### config.mk
export PLATFORM = sky130hd
export DESIGN_NAME = time_entry_flat
export DESIGN_NICKNAME = d
export VERILOG_FILES = /design/src/rtl/time_entry_if.sv /design/src/rtl/time_entry.sv /design/src/flat_wrapper.sv
export SDC_FILE = /design/constraint.sdc
export NUM_CORES = 1
export LEC_CHECK = 0
export CELL_PAD_IN_SITES_DETAIL_PLACEMENT = 0
export CELL_PAD_IN_SITES_GLOBAL_PLACEMENT = 1
export CORE_ASPECT_RATIO = 0.5
export CORE_MARGIN = 3
export CORE_UTILIZATION = 40
export CTS_CLUSTER_DIAMETER = 100
export DETAILED_ROUTE_END_ITERATION = 7
export PLACE_DENSITY = 0.89
export SLEW_MARGIN = 20
export SYNTH_ARGS = -nofsm -noshare
export SYNTH_HDL_FRONTEND = slang
export SYNTH_SLANG_ARGS = --single-unit
### constraint.sdc
create_clock -name clk -period 4.65 [get_ports clk]
set_input_delay 0.93 -clock clk [delete_from_list [all_inputs] [get_ports clk]]
set_output_delay 0.93 -clock clk [all_outputs]
set_load 0.05 [all_outputs]
### src/rtl/time_entry_if.sv
// Signal bundle between the keypad/timer environment (master) and the
// time_entry writer (slave).
interface time_entry_if;
    logic       key_valid;
    logic [3:0] key_code;
    logic       tick_1s;
    logic       timer_zero;
    logic [3:0] first_sec;
    logic [3:0] second_sec;
    logic [3:0] first_min;
    logic [3:0] second_min;
    logic       load_time_en;
    logic       clear_input;
    logic [2:0] digit_count;
    logic       busy;
    logic       entry_error;
    logic       done;

    modport master (
        output key_valid, key_code, tick_1s, timer_zero,
        input  first_sec, second_sec, first_min, second_min,
               load_time_en, clear_input, digit_count, busy, entry_error, done
    );

    modport slave (
        input  key_valid, key_code, tick_1s, timer_zero,
        output first_sec, second_sec, first_min, second_min,
               load_time_en, clear_input, digit_count, busy, entry_error, done
    );
endinterface

### src/rtl/time_entry.sv
// Keypad-side writer for the countdown timer: shifts BCD digits in from the
// right, validates them on START and holds load/clear requests until the
// timer's 1 s tick confirms they were sampled.
module time_entry #(
    parameter int MAX_DIGITS   = 4,
    parameter int MAX_SEC_TENS = 5
) (
    input  logic         clk,
    input  logic         reset_n,
    time_entry_if.slave  bus
);
    typedef enum logic [2:0] {IDLE, ENTRY, LOAD, RUN, CLR} state_t;

    typedef struct packed {
        logic [3:0] second_min;
        logic [3:0] first_min;
        logic [3:0] second_sec;
        logic [3:0] first_sec;
    } digits_t;

    localparam logic [3:0] KEY_CLEAR    = 4'd10;
    localparam logic [3:0] KEY_START    = 4'd11;
    localparam logic [2:0] MAX_CNT      = 3'(MAX_DIGITS);
    localparam logic [3:0] SEC_TENS_LIM = 4'(MAX_SEC_TENS);

    state_t     state_q, state_d;
    digits_t    digits_q, digits_d;
    logic [2:0] count_q, count_d;
    logic       error_q, error_d;
    logic       done_q, done_d;
    logic       load_q, clear_q, busy_q;
    // High from the second LOAD cycle on: a tick coinciding with the first
    // LOAD cycle arrives before the timer could have seen the request.
    logic       armed_q;

    logic is_digit, is_clear, is_start, all_zero;

    assign is_digit = bus.key_valid && (bus.key_code <= 4'd9);
    assign is_clear = bus.key_valid && (bus.key_code == KEY_CLEAR);
    assign is_start = bus.key_valid && (bus.key_code == KEY_START);
    assign all_zero = (digits_q == '0);

    // Next-state, digit shift register and one-cycle pulse decisions.
    always_comb begin
        // NOTE: every signal gets a default before the case so no path can
        // leave one unassigned and infer a latch.
        state_d  = state_q;
        digits_d = digits_q;
        count_d  = count_q;
        error_d  = 1'b0;
        done_d   = 1'b0;

        case (state_q)
            IDLE, ENTRY: begin
                if (is_digit) begin
                    if (count_q < MAX_CNT) begin
                        digits_d = {digits_q.first_min, digits_q.second_sec,
                                    digits_q.first_sec, bus.key_code};
                        count_d  = count_q + 3'd1;
                    end
                    state_d = ENTRY;
                end else if (is_clear) begin
                    digits_d = '0;
                    count_d  = '0;
                    state_d  = IDLE;
                end else if (is_start && !all_zero) begin
                    if (digits_q.second_sec > SEC_TENS_LIM) begin
                        error_d = 1'b1;
                    end else begin
                        state_d = LOAD;
                    end
                end
            end
            LOAD: begin
                if (bus.tick_1s && armed_q) begin
                    state_d = RUN;
                end
            end
            RUN: begin
                // CLEAR outranks a simultaneous natural finish.
                if (is_clear) begin
                    state_d = CLR;
                end else if (bus.tick_1s && bus.timer_zero) begin
                    done_d   = 1'b1;
                    digits_d = '0;
                    count_d  = '0;
                    state_d  = IDLE;
                end
            end
            CLR: begin
                if (bus.tick_1s) begin
                    digits_d = '0;
                    count_d  = '0;
                    state_d  = IDLE;
                end
            end
            default: begin
                state_d = IDLE;
            end
        endcase
    end

    // State register and registered outputs derived from the next state.
    always_ff @(posedge clk or negedge reset_n) begin
        if (!reset_n) begin
            state_q  <= IDLE;
            digits_q <= '0;
            count_q  <= '0;
            error_q  <= 1'b0;
            done_q   <= 1'b0;
            load_q   <= 1'b0;
            clear_q  <= 1'b0;
            busy_q   <= 1'b0;
            armed_q  <= 1'b0;
        end else begin
            // NOTE: non-blocking assignments so every register samples the
            // pre-edge values, independent of statement order.
            state_q  <= state_d;
            digits_q <= digits_d;
            count_q  <= count_d;
            error_q  <= error_d;
            done_q   <= done_d;
            load_q   <= (state_d == LOAD);
            clear_q  <= (state_d == CLR);
            busy_q   <= (state_d == LOAD) || (state_d == RUN) || (state_d == CLR);
            armed_q  <= (state_q == LOAD);
        end
    end

    assign bus.second_min   = digits_q.second_min;
    assign bus.first_min    = digits_q.first_min;
    assign bus.second_sec   = digits_q.second_sec;
    assign bus.first_sec    = digits_q.first_sec;
    assign bus.digit_count  = count_q;
    assign bus.load_time_en = load_q;
    assign bus.clear_input  = clear_q;
    assign bus.busy         = busy_q;
    assign bus.entry_error  = error_q;
    assign bus.done         = done_q;
endmodule

### src/flat_wrapper.sv
// flat-port wrapper written by rule: the top's interface ports become plain ports
module time_entry_flat 
#(
    parameter int MAX_DIGITS   = 4,
    parameter int MAX_SEC_TENS = 5
)
  (clk, reset_n, bus_key_valid, bus_key_code, bus_tick_1s, bus_timer_zero, bus_first_sec, bus_second_sec, bus_first_min, bus_second_min, bus_load_time_en, bus_clear_input, bus_digit_count, bus_busy, bus_entry_error, bus_done);
  time_entry_if bus_i ();
  input  logic clk;
  input  logic reset_n;
  input wire logic [$bits(bus_i.key_valid)-1:0] bus_key_valid;
  input wire logic [$bits(bus_i.key_code)-1:0] bus_key_code;
  input wire logic [$bits(bus_i.tick_1s)-1:0] bus_tick_1s;
  input wire logic [$bits(bus_i.timer_zero)-1:0] bus_timer_zero;
  output wire logic [$bits(bus_i.first_sec)-1:0] bus_first_sec;
  output wire logic [$bits(bus_i.second_sec)-1:0] bus_second_sec;
  output wire logic [$bits(bus_i.first_min)-1:0] bus_first_min;
  output wire logic [$bits(bus_i.second_min)-1:0] bus_second_min;
  output wire logic [$bits(bus_i.load_time_en)-1:0] bus_load_time_en;
  output wire logic [$bits(bus_i.clear_input)-1:0] bus_clear_input;
  output wire logic [$bits(bus_i.digit_count)-1:0] bus_digit_count;
  output wire logic [$bits(bus_i.busy)-1:0] bus_busy;
  output wire logic [$bits(bus_i.entry_error)-1:0] bus_entry_error;
  output wire logic [$bits(bus_i.done)-1:0] bus_done;
  assign bus_i.key_valid = bus_key_valid;
  assign bus_i.key_code = bus_key_code;
  assign bus_i.tick_1s = bus_tick_1s;
  assign bus_i.timer_zero = bus_timer_zero;
  assign bus_first_sec = bus_i.first_sec;
  assign bus_second_sec = bus_i.second_sec;
  assign bus_first_min = bus_i.first_min;
  assign bus_second_min = bus_i.second_min;
  assign bus_load_time_en = bus_i.load_time_en;
  assign bus_clear_input = bus_i.clear_input;
  assign bus_digit_count = bus_i.digit_count;
  assign bus_busy = bus_i.busy;
  assign bus_entry_error = bus_i.entry_error;
  assign bus_done = bus_i.done;
  time_entry #(.MAX_DIGITS(MAX_DIGITS), .MAX_SEC_TENS(MAX_SEC_TENS)) u_core (.clk(clk), .reset_n(reset_n), .bus(bus_i));
endmodule
==> results.json <==
{
  "cts_hold_buffers": 0,
  "min_to": "u_core.bus.digit_count[1]$_DFFE_PN0P_",
  "synthArstFlopShare": 1.00,
  "floorplan.core_util": 0.439,
  "wl_per_cell_um": 16.1,
  "ir_drop_mv": 0.230,
  "synthFlopType": "dfrtp_1",
  "ioPinCount": 33,
  "ys_cells": 136,
  "tightest_slew_ns": 0.741,
  "insertedDiodeCount": 0,
  "worstPathRequired_ns": 4.78,
  "coreArea_mm2": 0.00315,
  "regArea_um2": 701,
  "p_per_area_mw_per_mm2": 513,
  "crit_path_end_kind": "register",
  "ys.flops": 28,
  "die_h_um": 47.6,
  "final.setup_skew_ns": 0.00505,
  "status": "complete, no violations",
  "hold_class": "reg -> reg",
  "nets": 180,
  "netlist_area_mm2": 0.00139,
  "die-area_mm2": 0.00425,
  "dpl-instance-area_mm2": 0.00174,
  "grt_pass1_wl_um": 5600,
  "setup_viol": 0,
  "hold_violations": 0,
  "clk_pin_slew_worst_paths_ns": 0.09,
  "timing.rr.start": "u_core.state_q[2]$_DFF_PN0_",
  "criticalPathCategory": "in -> reg",
  "slew-limit-headroom": 0.506,
  "post-place-cells": 205,
  "reg2reg_setup_slack_ns": 2.24,
  "cts_tree": "done",
  "p_total_mw": 0.922,
  "drive_gt1_frac": 0.148,
  "multiInputGateArea_um2": 622,
  "rows": 14,
  "syn-instance-count": 136,
  "clock_path_buffers": 2,
  "place.gp.congestion": 0.860,
  "antenna_found_initial": 0,
  "hp-start": "u_core.bus.digit_count[1]$_DFFE_PN0P_",
  "rsz0062_at_grt": "false",
  "ys_warn_count": 0,
  "area_leaders": "dfrtp_1 (51%), o31ai_1 (8.1%), o21ai_2 (6.3%)",
  "cts_root_buffer": "clkbuf_8",
  "final.period_utilization": 0.725,
  "power.leakage_nw": 0.756,
  "numCtsBuffers": 3,
  "log.warning_count": 26,
  "synth.distinct_cells": 31,
  "numClockSinks": 28,
  "grt_pass1_vias": 1119,
  "avgSynthCellArea_um2": 10.2,
  "synth.most_common_cell": "dfrtp_1",
  "first_iter_violations": 85,
  "maxCapViolCount": 0,
  "ctsResizeCount": 0,
  "yosys-top-cells-count": "dfrtp_1 (28), nand2_1 (23), o31ai_1 (15)",
  "syn_nets": 146,
  "top_area_cell": "dfrtp_1"
}
==> cells in the final DEF (no fill, tap or decap), types with 2 or more instances in the layout <==
| cell | instances |
|---|---|
| nand2b_1 | 4 |
| clkbuf_8 | 4 |
| nand4_1 | 2 |
| clkdlybuf4s50_1 | 32 |
| dfrtp_1 | 28 |
| nand2_1 | 23 |
| o31ai_1 | 15 |
| nor3_1 | 4 |
| inv_1 | 5 |
| o21ai_2 | 10 |
| a31o_2 | 2 |
| nor2_1 | 5 |
| nor4_1 | 4 |
| o21ai_0 | 7 |
| nand3b_1 | 2 |
| buf_4 | 4 |
| a21oi_1 | 2 |
| mux2_2 | 2 |
| o32ai_1 | 2 |
==> layout make-up <==
cell class,instances,share of cell area
clock buffers,4,0.0306
inverters,5,0.0104
multi-input cells,96,0.346
flip-flops and latches,28,0.390
well taps,40,0.0279
repair buffers,36,0.195
==> where the power goes <==
part,internal (mW),total (mW),switching (mW)
Sequential,0.290,0.345,0.0555
Clock,0.0757,0.149,0.0729
Combinational,0.145,0.428,0.283
==> layer usage <==
layer / share of wire / wire length (µm) / GRT usage / vias to the layer above
li1: - / - / - / 575
met1: 0.50 / 1700 / 0.260 / 578
met2: 0.45 / 1520 / 0.266 / 30
met3: 0.045 / 151 / 0.0378 / 0
met4: 0 / 0 / 0.0178 / 0
met5: 0 / 0 / 0 / -
==> through the flow <==
step                      setup slack [ns]  utilization
after floorplan                       2.24            -
after global routing                  1.08        0.570
final                                 1.28        0.570
after detailed placement             0.997        0.552
after global placement                1.10        0.552
after CTS                             1.29        0.570
==> logic make-up (layout without fill, tap and decap cells) <==
| logic type | after synthesis | after routing | share of synthesized area |
|---|---|---|---|
| AOI/OAI and AO/OA | 45 | 45 | 0.251 |
| muxes | 3 | 3 | 0.0235 |
| and+or+nand+nor | 47 | 47 | 0.165 |
| DFF | 28 | 28 | 0.506 |
| adders and majority gates | 1 | 1 | 0.00903 |
| buffers and inverters | 12 | 45 | 0.0452 |
==> worst max path at each step <==
| stage | to | cells after the start | startpoint | slack [ns] |
|---|---|---|---|---|
| floorplan | u_core.bus.digit_count[0]$_DFFE_PN0P_ | 7 | bus_key_code[2] | 2.24 |
| global placement | u_core.bus.first_min[0]$_DFFE_PN0P_ | 6 | bus_key_code[2] | 1.10 |
| detailed placement | u_core.bus.second_min[0]$_DFFE_PN0P_ | 6 | bus_key_code[2] | 1.0 |
| CTS | u_core.bus.first_min[0]$_DFFE_PN0P_ | 6 | bus_key_code[2] | 1.29 |
| global route | u_core.bus.first_min[0]$_DFFE_PN0P_ | 6 | bus_key_code[2] | 1.08 |
| finish | u_core.bus.first_sec[2]$_DFFE_PN0P_ | 6 | bus_key_code[2] | 1.28 |
==> worst max-delay path, cell delays in order <==
cell and delay (ns):
clkdlybuf4s50_1 0.49, and4b_2 0.27, a211oi_2 0.29, o21a_1 0.61
or3_1 0.69, o21ai_0 0.20
Placement by cell class:
Scale: 4 px per µm.
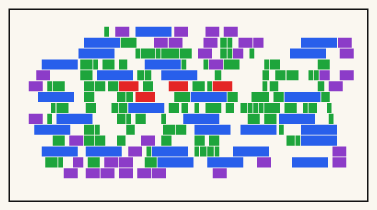
legend:
  red:
    class: clock drivers and dummy loads
    cells: 4
  green:
    class: all other logic
    cells: 101
  purple:
    class: other buffers and delay cells
    cells: 36
  blue:
    class: flops
    cells: 28

The clock network:
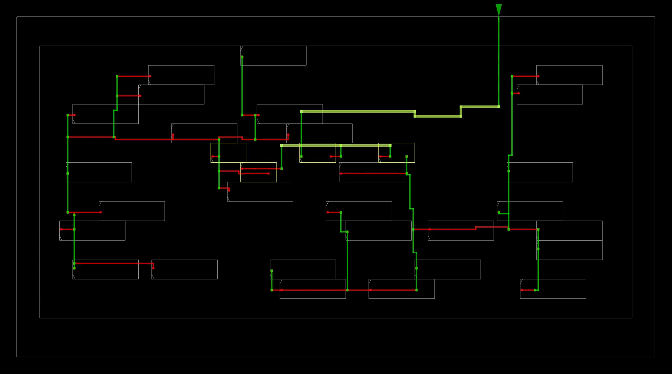
final-layout clock buffer total: 4
Clock Latency Late Sink: 0.27 ns

Wires at chosen ports, followed through buffers:
Scale: 6 px per µm.
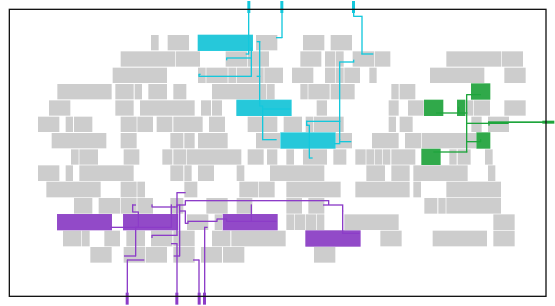
legend:
  green:
    port: bus_tick_1s
    bits: 1
    direction: input
    end_cells: 5
    buffers: 1
    wire: 42.4 µm
  cyan:
    port: bus_digit_count
    bits: 3
    direction: output
    end_cells: 3
    buffers: 3
    wire: 97.6 µm
  purple:
    port: bus_second_min
    bits: 4
    direction: output
    end_cells: 4
    buffers: 4
    wire: 148 µm

No activity file was given, so power comes from the tool's default toggle rates.
